Design uart_rx_param_flat, sky130hd; sources not shown.
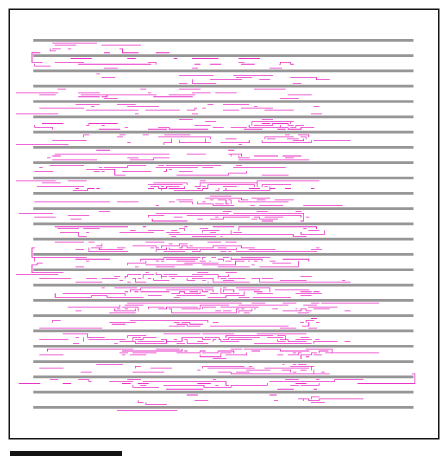
Fig. 1. M1 wires (run 1).
Scale bar: 20 microns. Supply wires on this layer in grey.
longest straight run: 22.1 microns
nets with wire on the layer: 227
wire length on this layer: 2,130 microns
share of all routed wire: 46%
main direction: horizontal
Vias: 1,695
GRT met1 Usage: 0.233
DRT Wirelength: 4.61 mm

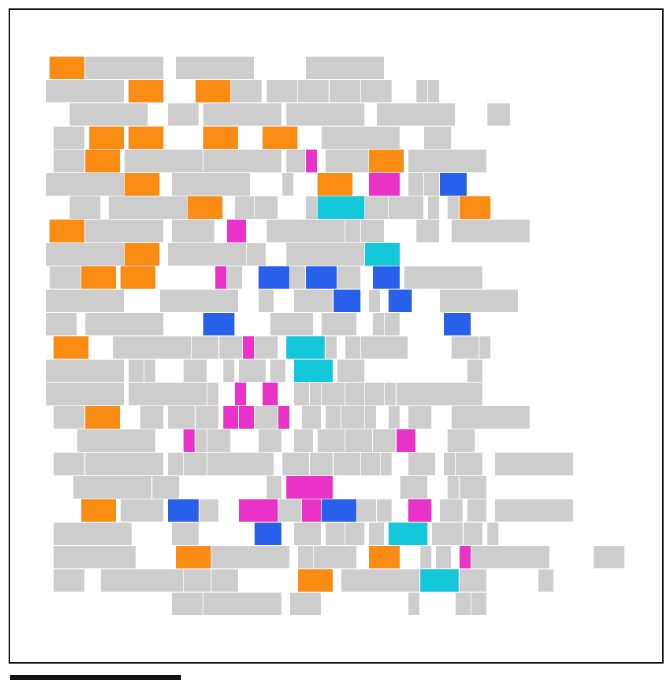
Fig. 2. Gate-type map (run 1).
Scale bar: 20 microns.
[mux cells] orange | cells: 23
[non-inverting ao/oa cells] blue | cells: 11 | where: centre
[fa/ha/maj cells] cyan | cells: 6
[nor cells] magenta | cells: 17
most numerous logic cell after layout: dfrtp_1
Post-Layout Cell Count: 284
combinational share of cell area: 0.418

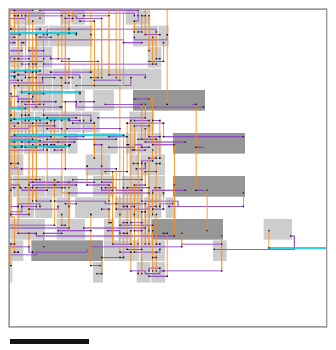
Fig. 3. A small window of the routed layout (run 1).
Scale bar: 10 microns. Region (36, 0) to (76, 40) microns. Cells in grey, sequential cells in the stronger grey; small squares are vias.
[metal 1] purple
[metal 2] orange
[metal 3] cyan
sequential cells in the window: 5
cells with their middle in the window: 66
most frequent: inv_1 (8), nand2b_1 (5), dfrtp_1 (5)

==> impl_metrics.ini, run 1 <==
; yosys + openroad results
[logic_synthesis]
topCellsByArea = dfrtp_1 (45%), mux2_2 (10%), ha_1 (2.8%), dfstp_2 (2.3%), inv_1 (2.1%)
syn_nets = 215
synth_stat.cells = 204
yosys_area_sq_um = 2270
common_cells = dfrtp_1 (41), mux2_2 (21), inv_1 (13)
ys_seq_share = 0.474
largest_area_cell = dfrtp_1
simple_gate_area_frac = 0.148
top_cell = dfrtp_1
synthArstFlopShare = 1.00
yosys_register_bits = 43

[finish]
final-seq-area_sq_um = 1080
clock_buffers = 5
n_antenna_cell = 0
areaGrowthSynthToFinish_pct = 17.4
design_area_sq_um = 2670
inverters_excl_clock = 14
final-comb-area_sq_um = 1110
drive_gt1_frac = 0.246

[clock_tree]
cts_sinks = 43
worstSkewPairLatency_ns = 0.31
cts_max_level = 2
cts_buffers = 5
clk_pin_slew_worst_paths_ns = 0.08

[power]
power_clock_uw = 548
p_int_uw = 1080
swShare = 0.235
power_switching_uw = 332
seq_power_share = 0.590
vdd_drop_max_uv = 442
power_leader = sequential cells

[routing]
remaining_drc_errors = 0
wl_met3_microns = 247
routedWlPerCell_microns = 16.2
ant_nets = 0
drtPass1Iterations = 4

[place]
gp_congestion = 0.860
dp.cells = 274
place_area_sq_um = 2530

[worst_setup_path]
reg2regPathDepth = 8
crit_required_ns = 2.30
critPathLaunchType = flip-flop
crit_fanout = 4
max_stage_delay_ns = 0.40
crit_buf_inv = 1

[floorplan]
core_sq_um = 4410
taps = 52
die_w_microns = 76.1
dieArea_sq_um = 5790

[grt]
top_usage_layer = met2
grt_overflow = 0
grtUsageMet3 = 0.0449

[final_timing]
worstMarginPinSlew_ns = 0.524
hold_viol_final = 0
finalHoldWorstSlack_ns = 0.260
finalSetupViolCount = 0
fmax_mhz = 497
relSlewSlack = 0.651
min_period_ns = 2.01

[run_status]
status = finished clean

[flow_run]
drv_cap = 0
warning_count = 28

[min_path]
min_path_type = in2reg
==> inputs of run 2 (changes only) <==
--- a/config.mk
+++ b/config.mk
@@ -6,10 +6,11 @@
 export NUM_CORES = 1
 export LEC_CHECK = 0
 export CORE_MARGIN = 4
-export CORE_UTILIZATION = 49
+export CORE_UTILIZATION = 52
+export CTS_CLUSTER_SIZE = 25
 export DETAILED_ROUTE_END_ITERATION = 7
 export HOLD_SLACK_MARGIN = 0.06
-export PLACE_DENSITY = 0.75
+export PLACE_DENSITY = 0.78
 export SLEW_MARGIN = 20
 export SYNTH_ARGS = -nofsm -noshare
 export SYNTH_HDL_FRONTEND = slang
==> run 2 against run 1 <==
Effect of this change:
- clock power shrank 3%
- cell count shrank 1.4%
- die area shrank 5.2%
- sequential cell count is the same
- critical path depth is the same
- setup slack gained 0.064 ns
- cell area shrank 0.56%
- sequential power is essentially flat
- power shrank 1.2%
- register-to-register slack gained 0.06 ns
- critical endpoint unchanged
==> impl_metrics.ini, run 2 <==
; yosys + openroad results
[worst_setup_path]
worst-path-stages = 8
arrival_ns = 2.15
end_kind = flip-flop
crit_buf_inv = 1
crit_required_ns = 2.30
path_common_cell = ha_2
reg2regPathDepth = 8
path_class = reg2reg
crit_fanout = 4
critPathLaunchType = flip-flop
max_stage_delay_ns = 0.41
r2r_slack_ns = 0.15

[power]
vdd_drop_max_uv = 435
power_switching_uw = 320
seq_power_share = 0.597
p_per_area_nw_per_um2 = 526
power_clock_uw = 531
p_int_uw = 1080
powerComb_uw = 31.7
power_frac_clock = 0.380
pg_seq_uw = 833
p_leak_uw = 0.00121
power_leader = sequential cells
swShare = 0.229
combPwrFrac = 0.023

[flow_run]
warning_count = 28
drv_cap = 0

[clock_tree]
cts_max_level = 2
cts_tree = built
worstSkewPairLatency_ns = 0.30
cts-root-buf = clkbuf_8
cts_buffers = 5
cts_sinks = 43
clk_pin_slew_worst_paths_ns = 0.09
postCtsSetupRepairBufs = 0
clock_path_buffers = 2
cts_resized = 0
hold_buffers = 1

[logic_synthesis]
synthXorXnorAreaFrac = 0.0231
largest_area_cell = dfrtp_1
synthArstFlopShare = 1.00
logic_family = AND-OR/OR-AND gates
top_cell = dfrtp_1
yosys_area_sq_um = 2270
synth_stat.cells = 204
syn_avg_cell_area_sq_um = 11.1
netlist.area_leader.share = 0.451
topCellsByArea = dfrtp_1 (45%), mux2_2 (10%), ha_1 (2.8%), dfstp_2 (2.3%), inv_1 (2.1%)
synthMuxAreaShare = 0.113
simple_gate_area_frac = 0.148
syn_inst = 204
ys_types = 59
ys_seq_share = 0.474
synth_area_sq_um = 2270
ys.warnings.count = 0
yosys_register_bits = 43
yosys_most_used_dff = dfrtp_1
ys_sh_adder = 0.0325
synth-edff-count = 0
syn_nets = 215
common_cells = dfrtp_1 (41), mux2_2 (21), inv_1 (13)

[floorplan]
die_w_microns = 74.1
die_h_microns = 74.1
rows = 23
ios = 18
core_sq_um = 4120
dieArea_sq_um = 5490
taps = 50
fp_util = 0.552

[routing]
remaining_drc_errors = 0
wl_met3_microns = 196
drt_iter0_markers = 58
routed_via_density = 5.98
ant_nets = 0
m1WireLength_mm = 2.20
met2WireLength_mm = 2.21
drtPass1Iterations = 4
routedWlPerCell_microns = 16.8

[finish]
final-comb-area_sq_um = 1120
final_layout_top_logic_cells = dfrtp_1 (40), mux2_2 (21), clkdlybuf4s50_1 (16)
inverters_excl_clock = 14
nNetsFinal = 240
areaGrowthSynthToFinish_pct = 16.7
clock_buffers = 6
n_antenna_cell = 0
fillerInstances = 324
largestClassByArea = combinational gates
lay_top_count = dfrtp_1
drive_gt1_frac = 0.248
final-seq-area_sq_um = 1080
design_area_sq_um = 2650
comb_cells = 137
ff_count = 43
layout.nonclk_buf_frac = 0.0943
seq_share = 0.407

[final_timing]
relSlewSlack = 0.639
hold_viol_final = 0
slew_viol_final = 0
setup_tns_ns = 0
finalHoldWorstSlack_ns = 0.273
rsz0062_at_grt = false
finalSetupViolCount = 0
min_period_ns = 1.95
finalCritPeriodShare = 0.927
fmax_mhz = 514
worstMarginPinSlew_ns = 0.541

[grt]
met1_usage = 0.269
antenna_found_initial = 0
top_usage_layer = met2
grtUsageMet2 = 0.289
grt_pass1_wl_mm = 8.04
grt.total_usage = 0.193
grt_overflow = 0
grt_pass1_vias = 1641

[place]
post-place-ws_ns = 0.0727
place_area_sq_um = 2520
dp.cells = 271
dp_hpwl_mm = 3.25
gp_congestion = 0.841

[run_status]
status = finished clean

[min_path]
min_path_type = in2reg
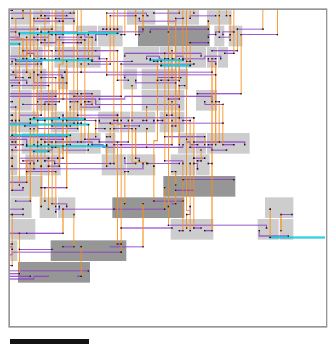
Fig. 4. A small window of the routed layout (run 2).
Scale bar: 10 microns. Region (34, 0) to (74, 40) microns. Cells in grey, sequential cells in the stronger grey; small squares are vias.
[metal 1] purple
[metal 3] cyan
[metal 2] orange
sequential cells in the window: 5
cells with their middle in the window: 72
most frequent: inv_1 (5), nand2_1 (5), buf_4 (5)

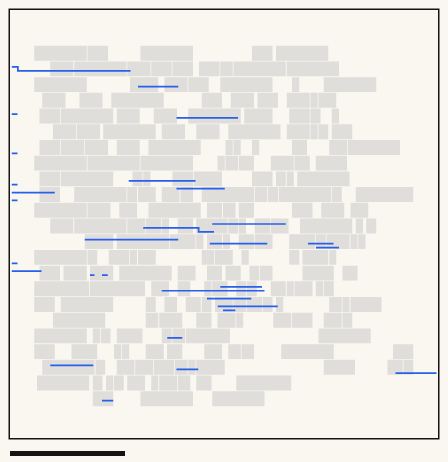
Fig. 5. The metal 3 layer (run 2).
Scale bar: 20 microns.
main direction: horizontal
share of all routed wire: 4.2%
nets with wire on the layer: 22
longest straight run: 19.3 microns
wire length on this layer: 197 microns
met3 Use GR: 0.0459
DRT Wirelength: 4.72 mm
Vias: 1,675

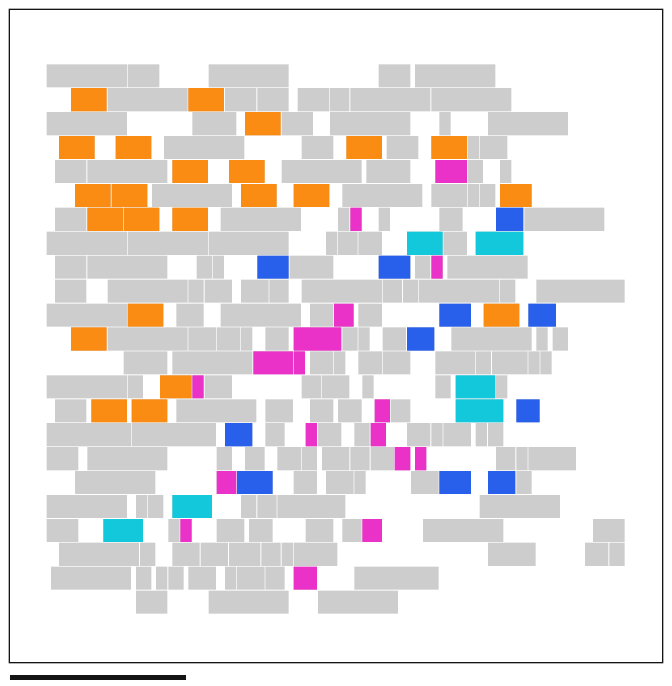
Fig. 6. Gate-type map (run 2).
Scale bar: 20 microns.
[nor cells] magenta | cells: 17
[non-inverting ao/oa cells] blue | cells: 11
[fa/ha/maj cells] cyan | cells: 6
[mux cells] orange | cells: 23
combinational share of cell area: 0.423
Post-Layout Cell Count: 280

No activity file was given, so power comes from the tool's default toggle rates.
